[src/rtl/mem_stage_pkg.sv]
// +------------------------------------------------------------------+
// | mem_stage_pkg : shared types and constants for the memory stage  |
// | Revision 1.0                                                     |
// +------------------------------------------------------------------+
`default_nettype none

package mem_stage_pkg;

  typedef enum logic [1:0] {
    MEM_NONE  = 2'b00,
    MEM_LOAD  = 2'b01,
    MEM_STORE = 2'b10
  } mem_op_e;

  localparam logic [2:0] F3_B  = 3'b000;
  localparam logic [2:0] F3_H  = 3'b001;
  localparam logic [2:0] F3_W  = 3'b010;
  localparam logic [2:0] F3_BU = 3'b100;
  localparam logic [2:0] F3_HU = 3'b101;

  typedef enum logic {
    IDLE = 1'b0,
    WAIT = 1'b1
  } state_e;

endpackage

`default_nettype wire

[src/rtl/mem_stage_load_align.sv]
// +------------------------------------------------------------------+
// | load_align : selects and extends load data from a 32-bit word    |
// | Revision 1.0                                                     |
// +------------------------------------------------------------------+
`default_nettype none

module load_align
  import mem_stage_pkg::*;
(
  input  logic [31:0] rdata,
  input  logic [1:0]  addr,
  input  logic [2:0]  funct3,
  output logic [31:0] data
);

  logic [7:0]  byte_sel;
  logic [15:0] half_sel;

  always_comb begin
    byte_sel = rdata[7:0];
    case (addr)
      2'b00:   byte_sel = rdata[7:0];
      2'b01:   byte_sel = rdata[15:8];
      2'b10:   byte_sel = rdata[23:16];
      default: byte_sel = rdata[31:24];
    endcase
    half_sel = addr[1] ? rdata[31:16] : rdata[15:0];
  end

  // Unknown encodings fall through to a full-word load.
  always_comb begin
    data = rdata;
    case (funct3)
      F3_B:    data = {{24{byte_sel[7]}}, byte_sel};
      F3_H:    data = {{16{half_sel[15]}}, half_sel};
      F3_BU:   data = {24'h0, byte_sel};
      F3_HU:   data = {16'h0, half_sel};
      default: data = rdata;
    endcase
  end

endmodule

`default_nettype wire

[src/rtl/mem_stage.sv]
// +------------------------------------------------------------------+
// | mem_stage : data-memory handshake, load/store alignment, WB regs |
// | Optional: MISALIGN_TRAP_EN adds misalign_trap. Revision 1.0      |
// +------------------------------------------------------------------+
`default_nettype none

module mem_stage
  import mem_stage_pkg::*;
#(
  parameter int ADDR_WIDTH      = 32,
  parameter int STALL_CNT_WIDTH = 16
) (
  input  logic                       clk,
  input  logic                       rst,
  input  logic [1:0]                 mem_op_mem,
  input  logic [2:0]                 funct3_mem,
  input  logic [31:0]                alu_out_mem,
  input  logic [31:0]                store_data_mem,
  input  logic [4:0]                 rd_addr_mem,
  input  logic                       wb_en_mem,
  output logic                       dm_req,
  output logic [3:0]                 dm_we,
  output logic [ADDR_WIDTH-1:0]      dm_addr,
  output logic [31:0]                dm_wdata,
  input  logic [31:0]                dm_rdata,
  input  logic                       dm_ready,
  output logic                       stall_mem,
  output logic [4:0]                 rd_addr_wb,
  output logic                       wb_en_wb,
  output logic [31:0]                wb_data_wb,
`ifdef MISALIGN_TRAP_EN
  output logic                       misalign_trap,
`endif
  output logic [STALL_CNT_WIDTH-1:0] stall_cycles
);

  state_e      state;
  logic        is_load;
  logic        is_store;
  logic        is_access;
  logic        is_byte;
  logic        is_half;
  logic        is_word;
  logic        misaligned;
  logic [31:0] load_data;
  logic [31:0] wb_next_data;

  assign is_load   = (mem_op_mem == MEM_LOAD);
  assign is_store  = (mem_op_mem == MEM_STORE);
  assign is_access = is_load | is_store;

  // Access size comes from funct3[1:0]; BU/HU share encodings with B/H.
  assign is_byte = (funct3_mem[1:0] == 2'b00);
  assign is_half = (funct3_mem[1:0] == 2'b01);
  assign is_word = ~is_byte & ~is_half;

`ifdef MISALIGN_TRAP_EN
  assign misaligned = is_access & ((is_half & alu_out_mem[0]) |
                                   (is_word & (alu_out_mem[1:0] != 2'b00)));
`else
  assign misaligned = 1'b0;
`endif

  // Gated by rst so an abandoned request drops in the reset cycle itself.
  assign dm_req    = ~rst & ((state == WAIT) | (is_access & ~misaligned));
  assign stall_mem = dm_req & ~dm_ready;
  assign dm_addr   = {alu_out_mem[ADDR_WIDTH-1:2], 2'b00};

  always_comb begin
    dm_we    = 4'b0000;
    dm_wdata = store_data_mem;
    if (is_byte) begin
      dm_wdata = {4{store_data_mem[7:0]}};
    end else if (is_half) begin
      dm_wdata = {2{store_data_mem[15:0]}};
    end
    if (dm_req && is_store) begin
      if (is_byte) begin
        dm_we = 4'b0001 << alu_out_mem[1:0];
      end else if (is_half) begin
        dm_we = alu_out_mem[1] ? 4'b1100 : 4'b0011;
      end else begin
        dm_we = 4'b1111;
      end
    end
  end

  load_align u_load_align (
    .rdata  (dm_rdata),
    .addr   (alu_out_mem[1:0]),
    .funct3 (funct3_mem),
    .data   (load_data)
  );

  assign wb_next_data = is_load ? load_data : alu_out_mem;

  always_ff @(posedge clk or posedge rst) begin
    if (rst) begin
      state        <= IDLE;
      rd_addr_wb   <= 5'd0;
      wb_en_wb     <= 1'b0;
      wb_data_wb   <= 32'd0;
      stall_cycles <= '0;
`ifdef MISALIGN_TRAP_EN
      misalign_trap <= 1'b0;
`endif
    end else begin
      case (state)
        IDLE:    if (dm_req && !dm_ready) state <= WAIT;
        WAIT:    if (dm_ready) state <= IDLE;
        default: state <= IDLE;
      endcase

      if (stall_mem) begin
        wb_en_wb <= 1'b0;
      end else begin
        rd_addr_wb <= rd_addr_mem;
        wb_en_wb   <= wb_en_mem & ~misaligned;
        wb_data_wb <= wb_next_data;
      end

      if (stall_mem && (stall_cycles != {STALL_CNT_WIDTH{1'b1}})) begin
        stall_cycles <= stall_cycles + 1'b1;
      end

`ifdef MISALIGN_TRAP_EN
      misalign_trap <= misaligned & ~stall_mem;
`endif
    end
  end

endmodule

`default_nettype wire

[config.mk]
export PLATFORM = sky130hd
export DESIGN_NAME = mem_stage
export DESIGN_NICKNAME = d
export VERILOG_FILES = /design/src/rtl/mem_stage_pkg.sv /design/src/rtl/mem_stage_load_align.sv /design/src/rtl/mem_stage.sv
export SDC_FILE = /design/constraint.sdc
export NUM_CORES = 1
export LEC_CHECK = 0
export ABC_AREA = 1
export CORE_MARGIN = 2
export CORE_UTILIZATION = 40
export CTS_CLUSTER_SIZE = 10
export DETAILED_ROUTE_END_ITERATION = 8
export GPL_TIMING_DRIVEN = 0
export PLACE_DENSITY_LB_ADDON = 0.05
export SYNTH_ARGS = -nofsm -noshare
export SYNTH_HDL_FRONTEND = slang
export SYNTH_HIERARCHICAL = 1
export SYNTH_SLANG_ARGS = --single-unit
[constraint.sdc]
create_clock -name clk -period 4.1 [get_ports clk]
set_input_delay 0.82 -clock clk [delete_from_list [all_inputs] [get_ports clk]]
set_output_delay 0.82 -clock clk [all_outputs]
set_load 0.05 [all_outputs]
==> impl_metrics.json, run 1 <==
{
  "buf_share_pct": 40.1,
  "worst_pin_slew_ns": 0.669,
  "leakage_uw": 0.00329,
  "grt_util_met1_pct": 32.6,
  "largest_class": "non-clock buffers",
  "comb_area_share_pct": 32.5,
  "yosys.area_share.simple_pct": 35.1,
  "seq_area_um2": 1380,
  "buffers_excl_clock": 306,
  "regToRegEndpoint": "stall_cycles[14]",
  "wl_met2_um": 8410,
  "topCellsByArea": "dfrtp_1 (31%), nand2_1 (22%), o21ai_0 (8.2%)",
  "crit_slowest_cell": "clkdlybuf4s50_1",
  "cts_tree": "yes",
  "grt_max_degree": 29,
  "vias": 5264,
  "nWellTaps": 140,
  "final_layout_size_suffix_gt1_share_pct": 12.6,
  "p_seq_share_pct": 30.7,
  "postRouteAntennaNets": 0,
  "nNetsFinal": 1042,
  "htree_levels": 2,
  "die_y_um": 110,
  "status": "complete, no violations",
  "arrival_ns": 3.16,
  "r2r_cells": 9,
  "vdd_drop_max_mv": 0.411,
  "crit_path_start": "rst",
  "ys_cells": 686,
  "ys_top_logic_family": "simple AND/OR/NAND/NOR gates",
  "ff_count": 55,
  "cts-root-buf": "clkbuf_8",
  "drc": 0,
  "crit_buf_inv": 5,
  "drt-vias-per-instance": 4.92,
  "clkTransAtPathRegs_ns": 0.11,
  "top_cells_by_count": "nand2_1 (262), o21ai_0 (73), inv_1 (64), dfrtp_1 (55), buf_4 (45)",
  "pwr_density_cell_nw_per_um2": 322,
  "hold_buffers": 0,
  "drt_iter0_drc": 413,
  "warning_count": 27,
  "mux_share_pct": 0,
  "place_area_um2": 6960,
  "routed-wl-met3_um": 1310,
  "p_sw_share_pct": 45.3,
  "met1_length_um": 6490,
  "holdWs_ns": 0.488,
  "netlist.area_leader.share_pct": 30.8,
  "cp.depth": 8,
  "cap_violations": 0,
  "slew_headroom_pct": 55.1,
  "antenna_cells": 0,
  "p_int_uw": 1250,
  "nNonClkInverters": 72,
  "synthAoiAreaFrac_pct": 14.5,
  "globalplace.congestion": 0.878,
  "portBuffers": 231,
  "grt_overflow": 0,
  "pre_cts_ws_ns": -0.984,
  "hold_path_startpoint": "wb_data_wb[1]",
  "die_w_um": 110,
  "end_kind": "primary output",
  "hold_viol_final": 0,
  "drt_pass1_iterations": 5,
  "crit_type": "in2out",
  "edf_count": 0,
  "combGateArea_um2": 2310,
  "required_ns": 3.28,
  "grt_pass1_wl_um": 25200,
  "finClkSkew_ns": 0.00848,
  "hp-class": "reg2reg",
  "yosys.area_share.xor_xnor_pct": 0.981,
  "mostFrequentLayoutCells": "nand2_1 (262), clkdlybuf4s50_1 (230), o21ai_0 (73)",
  "synth.avg_cell_area_um2": 6.51,
  "clockPowerShare_pct": 16.6,
  "cts_buffer_depth": 2,
  "nFillCells": 1000,
  "synth_flops": 55,
  "wl_per_cell_um": 15.3,
  "grt-busiest-layer": "met2",
  "grt_usage_pct": 27.2,
  "numCtsBuffers": 5,
  "instances_no_fill": 1070,
  "wl_um": 16400,
  "yosys.area.top_type": "dfrtp_1"
}
## run 1: sequential cells by signal, indices dropped and copies added, names as in the netlist
| register | cells |
|---|---|
| wb_en_wb | 1 |
| state | 1 |
| stall_cycles | 16 |
| rd_addr_wb | 5 |
| wb_data_wb | 32 |
## run 1: power groups by stage
stage	Combinational, µW	Sequential, µW	Clock (µW)
finish	1200	703	379
global route	1280	714	413
CTS	1210	702	388
detailed placement	1200	713	0
global placement	1180	707	0
floorplan	474	978	0
## run 1: tightest hold or removal path: cells and delay by family, from the launching register on
kind / cells / cell delay (ns)
flops: 1 / 0.36
simple gates: 2 / 0.09
Fig. 1: run 1, power grid
The bar under the picture is 20 µm long. Pins as bars on the die edge.
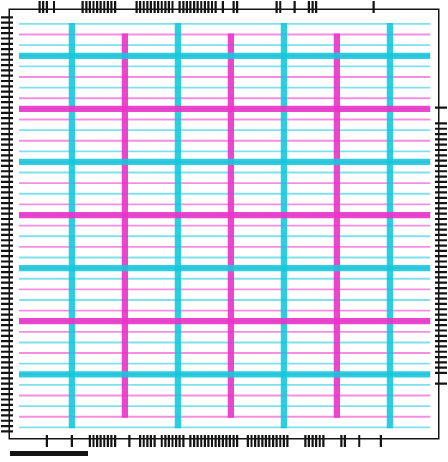
colour	net
cyan	VSS
magenta	VDD
met4 straps	7
met5 straps	7

Fig. 2: run 1, placement by cell class
The bar under the picture is 20 µm long.
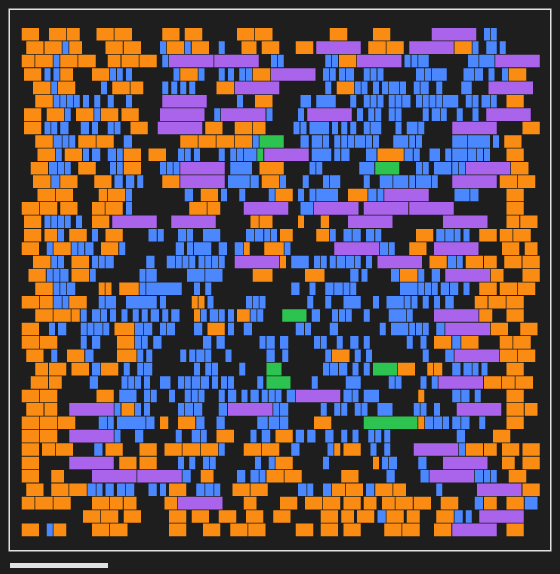
colour	class	cells	share of their area
blue	all other logic	561	37%
green	clock drivers and dummy loads	8	1.6%
purple	flip-flops	55	20%
orange	other buffers and delay cells	306	41%
Core ar.: 10900 µm²
Finished Core Util: 65.2%
final cell area excluding filler cells: 7100 µm²
Core Rows: 38

Fig. 3: run 1, clock wires, drivers and flops
The bar under the picture is 20 µm long.
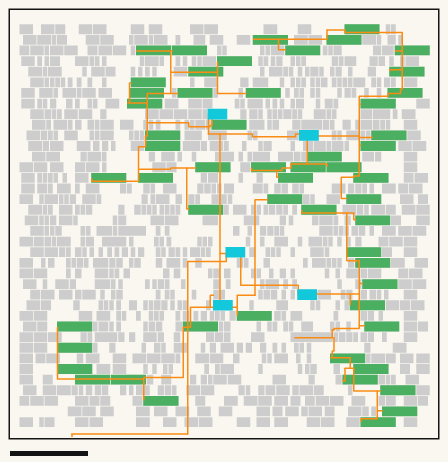
[orange] clock wires | length: 764 µm
[cyan] cells driving clock nets | count: 5
[green] flip-flops | count: 55
routed clock nets	6

==> run 1 -> run 2 <==
Settings changed: CORE_MARGIN 2 to 3.
Clock period 4.1 ns to 4.17 ns, I/O delays scaled along.
==> impl_metrics.json, run 2 <==
{
  "nWellTaps": 136,
  "wl_um": 16900,
  "antenna_cells": 0,
  "numCtsBuffers": 5,
  "topCellsByArea": "dfrtp_1 (31%), nand2_1 (22%), o21ai_0 (8.2%)",
  "top_cells_by_count": "nand2_1 (262), o21ai_0 (73), inv_1 (64), dfrtp_1 (55), buf_4 (45)",
  "die_y_um": 112,
  "buf_share_pct": 40.3,
  "nNetsFinal": 1042,
  "drc": 0,
  "globalplace.congestion": 0.925,
  "r2r_cells": 9,
  "portBuffers": 231,
  "hold_path_startpoint": "rd_addr_wb[2]",
  "grt_antenna_before_repair": 0,
  "wl_met2_um": 8580,
  "hold_buffers": 0,
  "ys_top_logic_family": "simple AND/OR/NAND/NOR gates",
  "nFillCells": 983,
  "crit_buf_inv": 5,
  "yosys.area_share.simple_pct": 35.1,
  "finClkSkew_ns": 0.0110,
  "final_layout_size_suffix_gt1_share_pct": 12.6,
  "edf_count": 0,
  "combGateArea_um2": 2300,
  "cp.depth": 8,
  "leakage_uw": 0.00330,
  "instances_no_fill": 1066,
  "powerClk_uw": 320,
  "p_seq_share_pct": 31.4,
  "coreArea_um2": 10600,
  "cts-root-buf": "clkbuf_8",
  "place_area_um2": 6950,
  "drt_pass1_iterations": 5,
  "top_power_group": "combinational logic",
  "largest_register_ffs": 32,
  "hp-class": "reg2reg",
  "crit_path_start": "rst",
  "comb_area_share_pct": 32.5,
  "routed-wl-met3_um": 1200,
  "nNonClkInverters": 72,
  "htree_levels": 2,
  "hold_viol_final": 0,
  "slew_headroom_pct": 49.2,
  "met1_length_um": 6800,
  "netlist.area_leader.share_pct": 30.8,
  "ys_cells": 686,
  "drt-vias-per-instance": 4.97,
  "yosys.area_share.xor_xnor_pct": 0.981,
  "p_int_uw": 1170,
  "clockPowerShare_pct": 14.6,
  "pg_comb_uw": 1180,
  "worst_pin_slew_ns": 0.757,
  "pre_cts_ws_ns": -0.916,
  "arrival_ns": 3.14,
  "ff_count": 55,
  "p_sw_share_pct": 46.6,
  "cts_buffer_depth": 2,
  "end_kind": "primary output",
  "seq-power_uw": 690,
  "clkTransAtPathRegs_ns": 0.11,
  "rows": 37,
  "status": "complete, no violations",
  "die_w_um": 112,
  "grt_usage_pct": 26.6,
  "grt_pass1_wl_um": 27200,
  "synthAoiAreaFrac_pct": 14.5,
  "buffers_excl_clock": 306,
  "synth.avg_cell_area_um2": 6.51,
  "cap_violations": 0,
  "postRouteAntennaNets": 0,
  "top_register": "wb_data_wb",
  "mux_share_pct": 0,
  "pwr_density_cell_nw_per_um2": 310,
  "crit_slowest_cell": "clkdlybuf4s50_1",
  "required_ns": 3.34,
  "cts_tree": "yes",
  "top_regs": "wb_data_wb x32, stall_cycles x16, rd_addr_wb x5",
  "vdd_drop_max_mv": 0.352,
  "r2r-start": "stall_cycles[0]",
  "grt_overflow": 0,
  "mostFrequentLayoutCells": "nand2_1 (262), clkdlybuf4s50_1 (230), o21ai_0 (73)",
  "warning_count": 27,
  "drt_iter0_drc": 346,
  "yosys.area.top_type": "dfrtp_1"
}
run 2: worst reg2reg max path: cells and delay by family (launching register included):
family,cells,cell delay (ns)
flip-flops,1,0.47
adder cells (fa/ha/maj),1,0.30
buffers and inverters,2,0.26
AND/OR/NAND/NOR,6,0.57
run 2: per-stage QoR:
stage                     setup TNS [ns]  hold WS, ns  total power [µW]  util [%]
after floorplan                        0        0.489              1430         -
after global placement             -2.97        0.456              1860      65.6
after detailed placement           -3.30        0.462              1880      65.6
after CTS                              0        0.489              2210      66.7
after global routing                   0        0.516              2310      66.8
final                                  0        0.484              2190      66.8
run 2: metal layers:
layer  up-vias  track usage, %
met1      2451            31.0
li1       2602               -
met3        20            5.82
met2       224            49.4
met4         0            6.49
met5         -               0
Fig. 4: run 2, placement by cell class
The bar under the picture is 20 µm long.
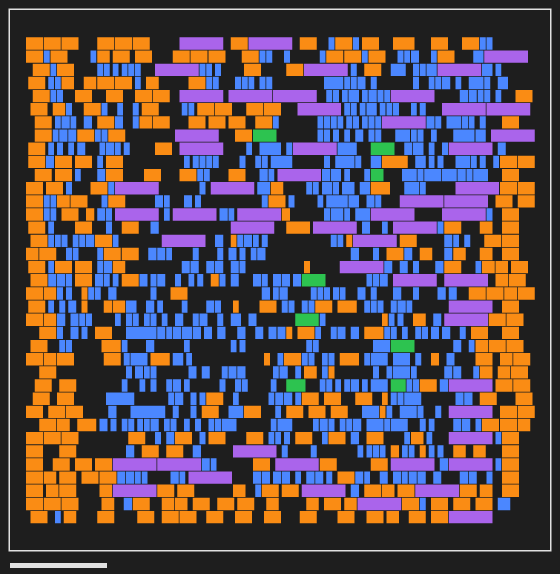
colour	class	cells	share of their area
orange	other buffers and delay cells	306	41%
purple	flip-flops	55	20%
green	clock drivers and dummy loads	8	1.4%
blue	all other logic	561	37%

Fig. 5: run 2, wiring by layer
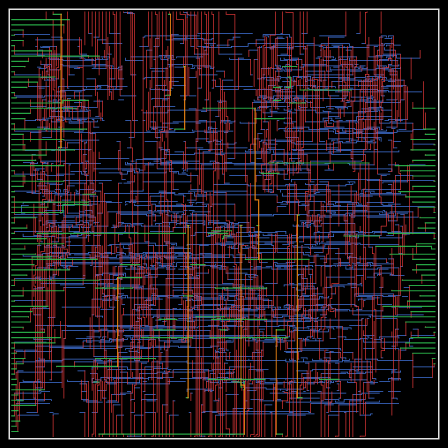
colour	layer	wire length
green	met3	1200 µm
orange	met4	311 µm
red	met2	8580 µm
blue	met1	6800 µm
DR WL/cell: 15.8 µm
DR vias: 5297

Fig. 6: run 2, routing congestion
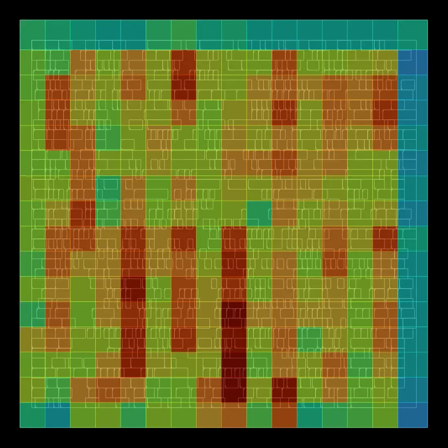
GR peak layer: met2
M1 GR Usage: 31.0%
routing usage on met3: 5.82%
Finished Core Util: 66.8%

Power and IR drop assume default switching activity.
